File: src/rtl/mux_rr_scheduler.sv
// mux_rr_scheduler: round-robin grant of one output lane among N_REQ requesters with min hold, fairness cap and turnaround gap
module mux_rr_scheduler #(
  parameter int N_REQ = 4,
  parameter int W_DATA = 2,
  parameter int HOLD_CYCLES = 4,
  parameter int MAX_GRANT = 16
) (
  input  logic                      clk,
  input  logic                      rst,
  input  logic [N_REQ-1:0]          req,
  input  logic [N_REQ*W_DATA-1:0]   data,
  output logic [N_REQ-1:0]          gnt,
  output logic [$clog2(N_REQ)-1:0]  sel,
  output logic                      valid,
  output logic [W_DATA-1:0]         out_data
);
  localparam int SW = $clog2(N_REQ);
  localparam int CW = $clog2(MAX_GRANT + 1);
  typedef enum logic {IDLE, GRANT} state_t;
  state_t state;
  logic [SW-1:0] ptr, idx;
  logic [CW-1:0] cnt;
  logic rel;
  // Descending scan so the requester closest to ptr is written last and wins
  always_comb begin
    idx = '0;
    for (int i = N_REQ - 1; i >= 0; i--)
      if (req[(int'(ptr) + i) % N_REQ]) idx = SW'((int'(ptr) + i) % N_REQ);
  end
  assign rel = (cnt >= CW'(HOLD_CYCLES) && !req[sel]) ||
               (cnt == CW'(MAX_GRANT) && |(req & ~gnt));
  assign out_data = valid ? data[int'(sel)*W_DATA +: W_DATA] : '0;
  always_ff @(posedge clk) begin
    if (rst) begin
      state <= IDLE;
      gnt   <= '0;
      sel   <= '0;
      valid <= 1'b0;
      ptr   <= '0;
      cnt   <= '0;
    end else if (state == IDLE) begin
      if (|req) begin
        state <= GRANT;
        gnt   <= N_REQ'(1) << idx;
        sel   <= idx;
        valid <= 1'b1;
        cnt   <= CW'(1);
      end
    end else if (rel) begin
      state <= IDLE;
      gnt   <= '0;
      valid <= 1'b0;
      cnt   <= '0;
      ptr   <= (sel == SW'(N_REQ - 1)) ? '0 : sel + 1'b1;
    end else begin
      cnt <= (cnt == CW'(MAX_GRANT)) ? cnt : cnt + 1'b1;
    end
  end
endmodule
File: config.mk
export PLATFORM = sky130hd
export DESIGN_NAME = mux_rr_scheduler
export DESIGN_NICKNAME = d
export VERILOG_FILES = /design/src/rtl/mux_rr_scheduler.sv
export SDC_FILE = /design/constraint.sdc
export NUM_CORES = 1
export LEC_CHECK = 0
export CAP_MARGIN = 10
export CORE_UTILIZATION = 47
export DETAILED_ROUTE_END_ITERATION = 16
export GPL_ROUTABILITY_DRIVEN = 0
export GPL_TIMING_DRIVEN = 0
export PLACE_DENSITY_LB_ADDON = 0.25
export SYNTH_ARGS = -nofsm -noshare
export SYNTH_HDL_FRONTEND = slang
export SYNTH_SLANG_ARGS = --single-unit
File: constraint.sdc
create_clock -name clk -period 2.35 [get_ports clk]
set_input_delay 0.47 -clock clk [delete_from_list [all_inputs] [get_ports clk]]
set_output_delay 0.47 -clock clk [all_outputs]
set_load 0.02 [all_outputs]
Figure 1. M1 wires.
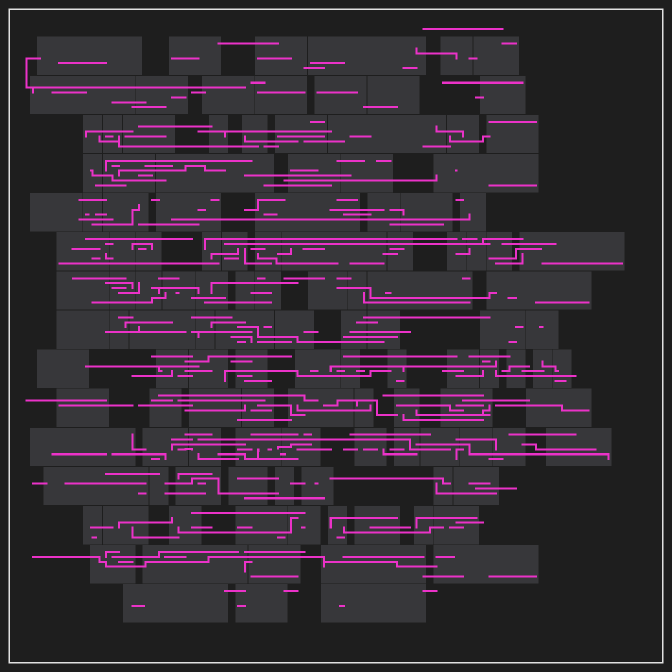
longest straight run: 20.7 µm
share of all routed wire: 46%
main direction: horizontal

Figure 2. Metal 2.
Bar = 10 µm.
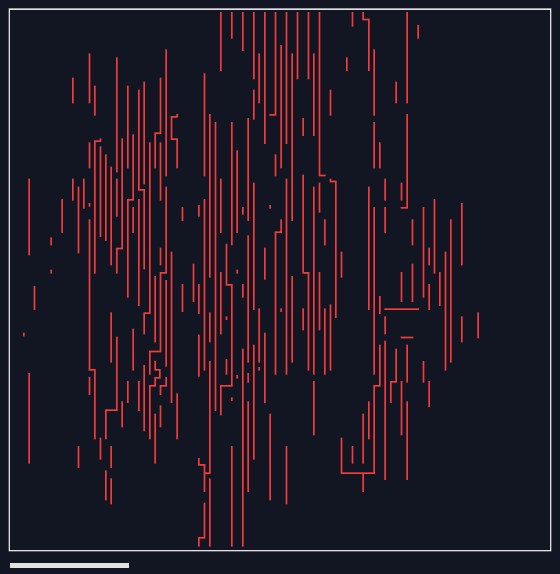
longest straight run: 24.1 µm
main direction: vertical
wire length on this layer: 976 µm
nets with wire on the layer: 122

Figure 3. Signal wires on met3.
Bar = 10 µm.
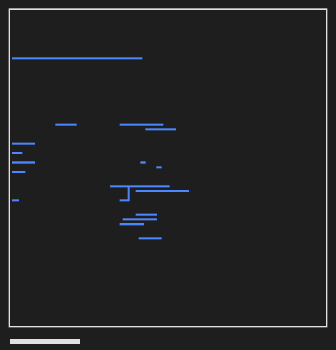
wire length on this layer: 73.6 µm
nets with wire on the layer: 14
main direction: horizontal

==> flow_summary.toml <==
# yosys + openroad results
[drt]
ant_nets = 0
wl_met2_um = 976
routed.top_layer = "met4"

[grt]
grt_pass1_vias = 732
grt_pass1_wl_mm = 3.13

[yosys]
yosys.area.top_type = "dfxtp_1"
synth.distinct_cells = 34
synth_area_um2 = 883
postSynthCellCount = 100

[pwr]
power.total_uw = 534
power.group.top = "registers"
p_leak_uw = 0.000421
p_int_uw = 388
pwr-share-comb_pct = 21.1
power_frac_clock_pct = 27.5
powerComb_uw = 113

[die]
io_pins = 23
die_h_um = 45.4

[worst_hold_path]
hp-start = "valid"
min_to = "valid"
hold_class = "reg2reg"

[final_layout]
layout_top_cells = "clkdlybuf4s50_1, dfxtp_1, nor2_1, a21oi_1, inv_1"
fin_area_mm2 = 0.00116
area_growth_pct = 31.9

[critical_path]
crit_start = "data[6]"
crit_fanout = 1
crit_type = "in2out"
crit_slowest_cell = "mux4_2"
rr_worst_depth = 5
crit_cells = 4

[timing]
tns_ns = 0
finalCritPeriodShare_pct = 96.1
worst_hold_slack_ns = 0.521

[place]
dpl_worst_slack_ns = -0.348
post_dp_cell_area_mm2 = 0.00113

[cts]
clock.latency.late_pin_ns = 0.28

[run_status]
status = "complete, no violations"

[job]
max_cap_viol_count = 0
area by class of cell:
type	instances	area (µm²)	share of cell area [%]
sequential	15	300	25.8
clock buffer	4	26.3	2.26
timing repair buffer	22	218	18.7
multi-input combinational	78	563	48.3
buffer	2	7.51	0.644
inverter	5	18.8	1.61
tap	25	31.3	2.69
metal layers:
metal,track usage (%),vias to the layer above
met5,0,-
met4,9.70,0
met3,4.80,4
met2,34.5,25
met1,26.9,375
li1,-,425
worst min-delay path: stages, from the launching register on:
cell and delay [ns]:
dfxtp_1 0.34, nor2_1 0.10, nor3_1 0.05
state kept, by name, summed over array words and instances, names as in the netlist:
signal  cells
valid       1
state       1
ptr         2
sel         2
cnt         5
gnt         4
Power and IR drop assume default switching activity.
